<file path="src/rtl/vga_nios_button_pio.sv">
// ---------------------------------------------------------------------------
// vga_nios_button_pio
//
// Avalon-MM input PIO for the push-buttons and switches on the VGA Nios
// system. Each input bit is synchronised, optionally debounced and
// edge-detected. Detected edges are latched in a write-1-to-clear
// edge_capture register, which drives a maskable level interrupt.
//
// Register map (word addresses):
//   0 : data         read-only, debounced input levels
//   1 : reserved     reads 0, writes ignored
//   2 : irq_mask     read/write, WIDTH bits
//   3 : edge_capture read; a write clears every bit where writedata=1
//
// Ports:
//   clk        system clock
//   reset_n    asynchronous active-low reset
//   address    word address (2 bits)
//   chipselect slave select
//   write_n    active-low write strobe
//   writedata  32-bit write data
//   in_port    raw asynchronous button/switch inputs (WIDTH bits)
//   irq        level interrupt, |(edge_capture & irq_mask)
//   readdata   registered read data, one-cycle latency
//
// Parameters:
//   WIDTH           number of input bits, 1..32
//   DEBOUNCE_CYCLES cycles an input must hold its new value before it is
//                   accepted, >= 2 (only used with BUTTON_PIO_DEBOUNCE_EN)
//   EDGE_MODE       0 = rising, 1 = falling, 2 = any edge
//
// Build option:
//   BUTTON_PIO_DEBOUNCE_EN  defined: per-bit debounce counters are built.
//                           undefined: stable follows the synchroniser
//                           output every cycle (3-edge latency).
// ---------------------------------------------------------------------------
module vga_nios_button_pio #(
  parameter int WIDTH           = 4,
  parameter int DEBOUNCE_CYCLES = 50000,
  parameter int EDGE_MODE       = 0
) (
  input  logic             clk,
  input  logic             reset_n,
  input  logic [1:0]       address,
  input  logic             chipselect,
  input  logic             write_n,
  input  logic [31:0]      writedata,
  input  logic [WIDTH-1:0] in_port,
  output logic             irq,
  output logic [31:0]      readdata
);

  typedef enum logic [1:0] {
    ADDR_DATA     = 2'd0,
    ADDR_RESERVED = 2'd1,
    ADDR_MASK     = 2'd2,
    ADDR_CAPTURE  = 2'd3
  } reg_addr_t;

  logic [WIDTH-1:0] sync1;
  logic [WIDTH-1:0] sync2;
  logic [WIDTH-1:0] stable;
  logic [WIDTH-1:0] accept;
  logic [WIDTH-1:0] irq_mask;
  logic [WIDTH-1:0] edge_capture;
  logic [WIDTH-1:0] edge_det;
  logic [WIDTH-1:0] capture_clr;
  logic [31:0]      read_mux;
  logic             wr_en;
  logic             unused_writedata;

  // Upper write-data bits are ignored when WIDTH < 32.
  assign unused_writedata = ^writedata;

  // -------------------------------------------------------------------------
  // Two-flop synchroniser per bit.
  // -------------------------------------------------------------------------
  // NOTE: sequential state is always written with non-blocking assignments so
  // every flop samples pre-edge values regardless of statement order.
  always_ff @(posedge clk or negedge reset_n) begin
    if (!reset_n) begin
      sync1 <= '0;
      sync2 <= '0;
    end else begin
      sync1 <= in_port;
      sync2 <= sync1;
    end
  end

`ifdef BUTTON_PIO_DEBOUNCE_EN
  // -------------------------------------------------------------------------
  // Per-bit debounce: sync2 must differ from stable for DEBOUNCE_CYCLES
  // consecutive cycles before it is accepted. A return to the stable value
  // restarts the count.
  // -------------------------------------------------------------------------
  localparam int CNT_W = (DEBOUNCE_CYCLES > 1) ? $clog2(DEBOUNCE_CYCLES) : 1;
  localparam logic [CNT_W-1:0] CNT_MAX = CNT_W'(DEBOUNCE_CYCLES - 1);

  logic [CNT_W-1:0] db_cnt [WIDTH];

  always_comb begin
    accept = '0;
    for (int i = 0; i < WIDTH; i++) begin
      accept[i] = (sync2[i] != stable[i]) && (db_cnt[i] == CNT_MAX);
    end
  end

  // NOTE: the counter array is small and its value matters after reset, so
  // every element is reset explicitly rather than left as an unreset memory.
  always_ff @(posedge clk or negedge reset_n) begin
    if (!reset_n) begin
      for (int i = 0; i < WIDTH; i++) begin
        db_cnt[i] <= '0;
      end
      stable <= '0;
    end else begin
      for (int i = 0; i < WIDTH; i++) begin
        if (sync2[i] == stable[i]) begin
          db_cnt[i] <= '0;
        end else if (accept[i]) begin
          stable[i] <= sync2[i];
          db_cnt[i] <= '0;
        end else begin
          db_cnt[i] <= db_cnt[i] + 1'b1;
        end
      end
    end
  end
`else
  // Without debounce every synchronised change is accepted on the next edge.
  assign accept = '1;

  always_ff @(posedge clk or negedge reset_n) begin
    if (!reset_n) begin
      stable <= '0;
    end else begin
      stable <= sync2;
    end
  end
`endif

  // -------------------------------------------------------------------------
  // Edge detection, aligned with the edge on which stable updates.
  // -------------------------------------------------------------------------
  // NOTE: every combinational output gets a default before the case so no
  // path leaves it unassigned (which would infer a latch).
  always_comb begin
    edge_det = '0;
    case (EDGE_MODE)
      0:       edge_det = ~stable &  sync2 & accept;
      1:       edge_det =  stable & ~sync2 & accept;
      default: edge_det = (stable ^ sync2) & accept;
    endcase
  end

  // -------------------------------------------------------------------------
  // Register writes.
  // -------------------------------------------------------------------------
  assign wr_en       = chipselect & ~write_n;
  assign capture_clr = (wr_en && (address == ADDR_CAPTURE)) ?
                       writedata[WIDTH-1:0] : '0;

  always_ff @(posedge clk or negedge reset_n) begin
    if (!reset_n) begin
      irq_mask     <= '0;
      edge_capture <= '0;
    end else begin
      if (wr_en && (address == ADDR_MASK)) begin
        irq_mask <= writedata[WIDTH-1:0];
      end
      // Set is ORed in after the clear so a simultaneous edge is never lost.
      edge_capture <= (edge_capture & ~capture_clr) | edge_det;
    end
  end

  // -------------------------------------------------------------------------
  // Read path: registered every cycle, chipselect does not gate it.
  // -------------------------------------------------------------------------
  always_comb begin
    read_mux = '0;
    case (reg_addr_t'(address))
      ADDR_DATA:     read_mux[WIDTH-1:0] = stable;
      ADDR_MASK:     read_mux[WIDTH-1:0] = irq_mask;
      ADDR_CAPTURE:  read_mux[WIDTH-1:0] = edge_capture;
      default:       read_mux = '0;
    endcase
  end

  always_ff @(posedge clk or negedge reset_n) begin
    if (!reset_n) begin
      readdata <= '0;
    end else begin
      readdata <= read_mux;
    end
  end

  assign irq = |(edge_capture & irq_mask);

endmodule

</file>
<file path="config.mk">
export PLATFORM = sky130hd
export DESIGN_NAME = vga_nios_button_pio
export DESIGN_NICKNAME = d
export VERILOG_FILES = /design/src/rtl/vga_nios_button_pio.sv
export SDC_FILE = /design/constraint.sdc
export NUM_CORES = 1
export LEC_CHECK = 0
export ABC_AREA = 1
export CAP_MARGIN = 20
export CORE_MARGIN = 2
export CORE_UTILIZATION = 37
export CTS_CLUSTER_SIZE = 25
export DETAILED_ROUTE_END_ITERATION = 10
export GPL_TIMING_DRIVEN = 0
export PLACE_DENSITY = 0.84
export SYNTH_ARGS = -nofsm -noshare
export SYNTH_HDL_FRONTEND = slang
export SYNTH_SLANG_ARGS = --single-unit
</file>
<file path="constraint.sdc">
create_clock -name clk -period 1.2 [get_ports clk]
set_input_delay 0.24 -clock clk [delete_from_list [all_inputs] [get_ports clk]]
set_output_delay 0.24 -clock clk [all_outputs]
set_load 0.005 [all_outputs]
</file>
==> run_1/layer_met1.png <==
The bar under the picture is 20 microns long. Cells faint in the background.
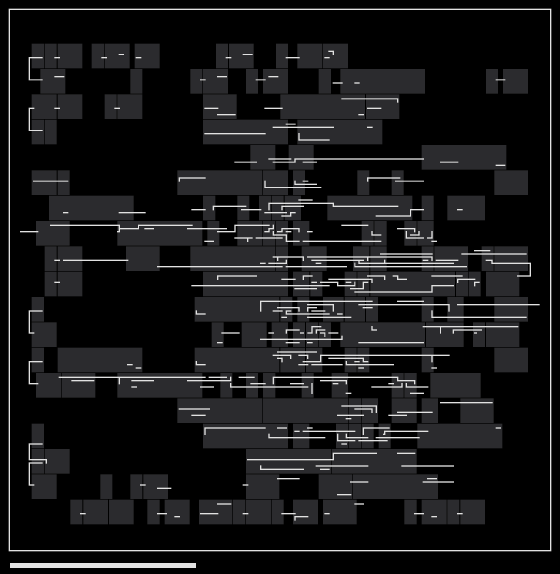
longest straight run: 15.6 microns
nets with wire on the layer: 143
share of all routed wire: 43%
wire length on this layer: 736 microns
main direction: horizontal
Routed WL: 1725 microns
Global Route met1 Usage: 12.59%
detailed-route via count: 787

==> run_1/clocks.png <==
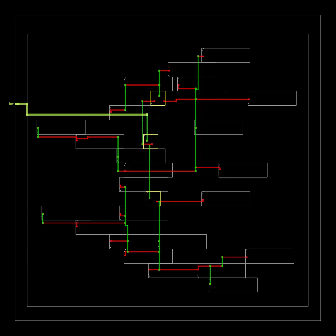
count of sequential standard cells: 24
reported clock group power: 0.332 mW
number of clock buffers in the layout: 3
Num CTS Buffers: 3

==> run_1/wires.png <==
The bar under the picture is 20 microns long. Two of the layers only.
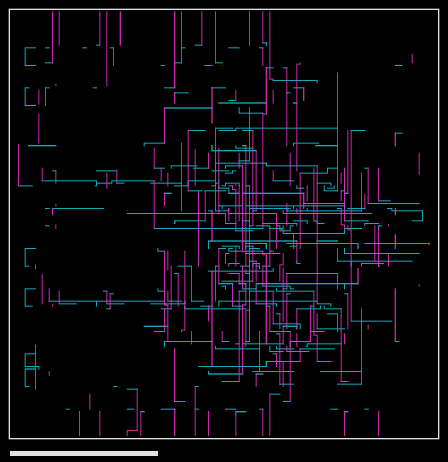
legend:
  metal 2:
    colour: magenta
    wire_length: 847 microns
  metal 1:
    colour: cyan
    wire_length: 736 microns
overall routing resource usage: 10.15%
routed length per placed instance: 8.668 microns

==> flow_summary.toml, run 1 <==
# implementation run metrics
[status]
status = "finished, violations left"
violations_in_the_final_reports = "negative setup slack"

[timing]
rsz0062_at_grt = "true"
setup_ws_final_ns = -0.04601
final-setup-viol-count = 1

[synth]
ys_area_sq_um = 1079
netlist_instances = 114
yosysWarningCount = 0
yosys.stat.seqShare_pct = 55.68

[routing]
drc_errors_left = 0
post_drt_via_cell_ratio = 3.955
dr.pass1.iters = 4

[clock_network]
clk_root_buffer_cell = "sky130_fd_sc_hd__clkbuf_4"

[placed_design]
hpwl_microns = 1280
port_buffers = 18
dp_cells = 190
place_ws_ns = -0.3328

[setup_path]
cp_cell_sequence = "nand2_1, nand4_1, buf_2"
worst_path_dominant_cell_family = "flip-flops"
worst_path_largest_cell_delay_ns = 0.41

[cells_and_area]
syn2layout_area_growth_pct = 36.20

[floorplanning]
floorplan.die.width_microns = 57.99
core_density_at_floorplan_pct = 39.11

[power]
irDropWorstVdd_uv = 561.5
power.total_mw = 1.556

[flow_run]
timing.max_cap.violations = 0

[min_path]
min_path_type = "in -> async"
run 1: final timing paths:
path	slack (ns)	depth (start not counted)	endpoint
setup / recovery	-0.05	3	irq
hold reg to reg	0.36	0	sync2[1]$_DFF_PN0_
setup reg to reg	0.33	4	readdata[1]$_DFF_PN0_
min in group clk	0.36	0	sync2[1]$_DFF_PN0_
max in group asynchronous	0.54	2	irq_mask[3]$_DFFE_PN0P_
hold / removal	0.22	1	irq_mask[2]$_DFFE_PN0P_
run 1: repair_timing:
item,in CTS,in global routing
endpoints found under the setup margin,5,5
setup buffers,4,1
gates resized,6,6
hold endpoints to repair,0,0
pin swaps,0,1
run 1: state kept, by name (all words and copies together) (netlist names):
| register | cells |
|---|---|
| sync2 | 4 |
| stable | 4 |
| readdata | 4 |
| sync1 | 4 |
| edge_capture | 4 |
| irq_mask | 4 |
run 1: layout make-up:
cell class	instances	area share, %
Clock buffer	3	1.533
Multi-Input combinational cell	82	23.34
Timing Repair Buffer	24	15.50
Tap cell	31	2.641
Inverter	7	1.789
Buffer	28	14.31
Sequential cell	24	40.89
run 1: where the power goes:
| part | total [mW] | switching (mW) | leakage (nW) | internal [mW] |
|---|---|---|---|---|
| logic | 0.314 | 0.138 | 0.515 | 0.176 |
| registers | 0.910 | 0.0338 | 0.277 | 0.876 |
| clock network | 0.332 | 0.215 | 0.0138 | 0.117 |
| total | 1.56 | 0.387 | 0.805 | 1.17 |
run 1: logic make-up (layout without fill, tap and decap cells):
logic type / count (synthesis) / count (layout) / share of synthesized area, %
other cells: 1 / 28 / 0.3477
simple gates: 54 / 54 / 22.04
buf+inv: 35 / 62 / 21.93
flops: 24 / 24 / 55.68
run 1: routing by layer:
layer / vias to the layer above / global-route usage (%) / share of wire [%]
li1: 402 / - / -
met1: 356 / 12.59 / 43
met2: 29 / 17.21 / 49
met3: 0 / 2.232 / 8.2
met4: 0 / 3.987 / 0
met5: - / 0 / 0
run 1: Yosys cell counts:
cell,instances
sky130_fd_sc_hd__buf_4,28
sky130_fd_sc_hd__conb_1,1
sky130_fd_sc_hd__dfrtp_1,24
sky130_fd_sc_hd__inv_1,6
sky130_fd_sc_hd__inv_2,1
sky130_fd_sc_hd__nand2_1,37
sky130_fd_sc_hd__nand2_2,1
sky130_fd_sc_hd__nand3_1,12
sky130_fd_sc_hd__nand4_1,1
sky130_fd_sc_hd__nor2_1,1
sky130_fd_sc_hd__nor2_4,2
==> run_1/clk_routes.png <==
The bar under the picture is 20 microns long.
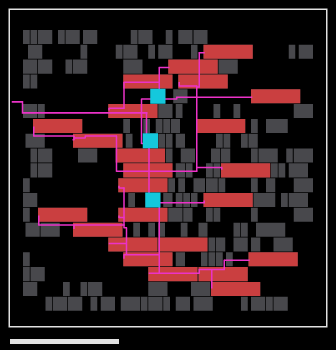

==> run 1 -> run 2 <==
CORE_UTILIZATION = 50   (was 37)
DONT_BUFFER_PORTS = 1   (was default)
PLACE_DENSITY = default   (was 0.84)
==> run_2/clk_routes.png <==
The bar under the picture is 20 microns long.
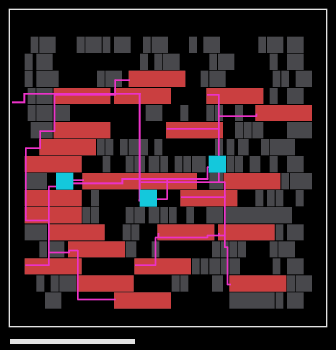
legend:
  clock wires:
    colour: magenta
    length: 243 microns
  flip-flops:
    colour: red
    count: 24
  clock drivers:
    colour: cyan
    count: 3
routed clock nets: 4
Clk Latency, worst-skew pair: 0.31 ns
worst clock skew: 0.006154 ns

==> run_2/clocks.png <==
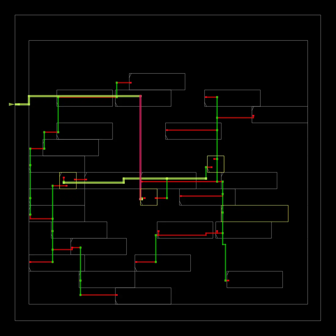
reported clock group power: 0.563 mW
total clock sinks: 24

==> flow_summary.toml, run 2 <==
# implementation run metrics
[status]
status = "completed"

[global_routing]
grt_max_degree = 25
grt_overflow_total = 0

[min_path]
min_path_type = "in -> reg"

[setup_path]
worst_path_largest_cell_delay_ns = 0.42
cp_cell_sequence = "nand2_1, nand4_1"
worst_path_dominant_cell_family = "flip-flops"

[flow_run]
timing.max_cap.violations = 0

[synth]
synth.ff_latch_count = 24
top_cell_area_share_pct = 55.68
netlist_instances = 114
number_of_synthesized_flops_with_an_enable_pin = 0
most_used_standard_cells_in_the_synthesized_netlist = "sky130_fd_sc_hd__nand2_1 (37), sky130_fd_sc_hd__buf_4 (28), sky130_fd_sc_hd__dfrtp_1 (24)"
cell_with_the_most_instances_after_synthesis = "sky130_fd_sc_hd__nand2_1"
synth-main-ff-cell = "sky130_fd_sc_hd__dfrtp_1"
ys_area_sq_um = 1079
synthArstFlopShare_pct = 100.0
yosysTopAreaCell = "sky130_fd_sc_hd__dfrtp_1"
yosys.stat.seqShare_pct = 55.68
yosysWarningCount = 0

[routing]
route.vias.total = 724
drc_errors_left = 0
finalWirelength_microns = 1666
dr.pass1.iters = 4
post_drt_via_cell_ratio = 4.045
highest_layer = "met4"
wl_per_cell_microns = 9.307
met2_wirelength_microns = 829
routed_length_on_met1_microns = 611
total_length_of_routed_met3_wires_microns = 208

[power]
irDropWorstVdd_uv = 1264
power.total_mw = 1.714

[floorplanning]
core_density_at_floorplan_pct = 53.87
pin_count = 75
floorplan.die.width_microns = 50.45

[cells_and_area]
nNetsFinal = 195
syn2layout_area_growth_pct = 24.59
finalInstanceArea_sq_um = 1344

[timing]
rsz0062_at_grt = "true"
setup_ws_final_ns = 0.02412
fmax_ghz = 0.8504
final-setup-viol-count = 0

[placed_design]
port_buffers = 0
place_ws_ns = 0.3635
dp_cells = 168
hpwl_microns = 1231

[clock_network]
clk_root_buffer_cell = "sky130_fd_sc_hd__clkbuf_4"
post_cts.resized_instances = 0
tritoncts.num_buffers = 3
-- run 2: cells by family (layout without fill, tap and decap cells) --
kind of cell | after synthesis | after routing | share of synthesized area [%]
simple gates | 54 | 54 | 22.04
buf+inv | 35 | 46 | 21.93
flops | 24 | 24 | 55.68
other cells | 1 | 28 | 0.3477
-- run 2: final timing paths --
| check | endpoint | startpoint | cells after the start | slack, ns |
|---|---|---|---|---|
| worst min-delay path | irq_mask[0]$_DFFE_PN0P_ | writedata[0] | 2 | 0.05 |
| worst min register to register | sync2[2]$_DFF_PN0_ | sync1[2]$_DFF_PN0_ | 0 | 0.36 |
| max in group asynchronous | edge_capture[1]$_DFF_PN0_ | reset_n | 2 | 0.70 |
| worst max-delay path | irq | irq_mask[0]$_DFFE_PN0P_ | 2 | 0.02 |
| worst max register to register | readdata[3]$_DFF_PN0_ | irq_mask[3]$_DFFE_PN0P_ | 3 | 0.45 |
| min in group asynchronous | readdata[3]$_DFF_PN0_ | reset_n | 2 | 0.36 |
-- run 2: worst register-to-register path, cell delays in order (launching register included) --
cell and delay (ns):
sky130_fd_sc_hd__dfrtp_1 0.41, sky130_fd_sc_hd__buf_4 0.14, sky130_fd_sc_hd__nand2_1 0.05, sky130_fd_sc_hd__nand3_1 0.05
-- run 2: layout make-up --
cell class                 count  area [sq um]
buffer                        28         210.2
clock buffer                   3         22.52
clock inverter                 1         30.03
fill                         171         658.1
inverter                       7         26.28
multi-input combinational     82         342.8
sequential                    24         600.6
tap                           27         33.78
timing repair buffer           7         77.57
-- run 2: per-layer routing --
| metal | vias up | track usage [%] |
|---|---|---|
| li1 | 371 | - |
| met1 | 314 | 16.21 |
| met2 | 37 | 24.34 |
| met3 | 2 | 6.548 |
| met4 | 0 | 5.405 |
| met5 | - | 0 |
-- run 2: where the power goes --
group	switching (mW)	total [mW]	leakage, nW	internal (mW)
logic	0.114	0.235	0.448	0.121
clock network	0.225	0.563	0.0279	0.338
registers	0.0402	0.917	0.277	0.876
total	0.380	1.71	0.752	1.33
-- run 2: repair_timing --
item | 4_1_cts | 5_1_grt
hold buffers | 4 | 2
endpoints found under the hold margin | 28 | 24
endpoints found under the setup margin | 0 | 1
buffers inserted | 0 | 1
Power figures rest on the tool's default switching activity, not on a simulated workload.
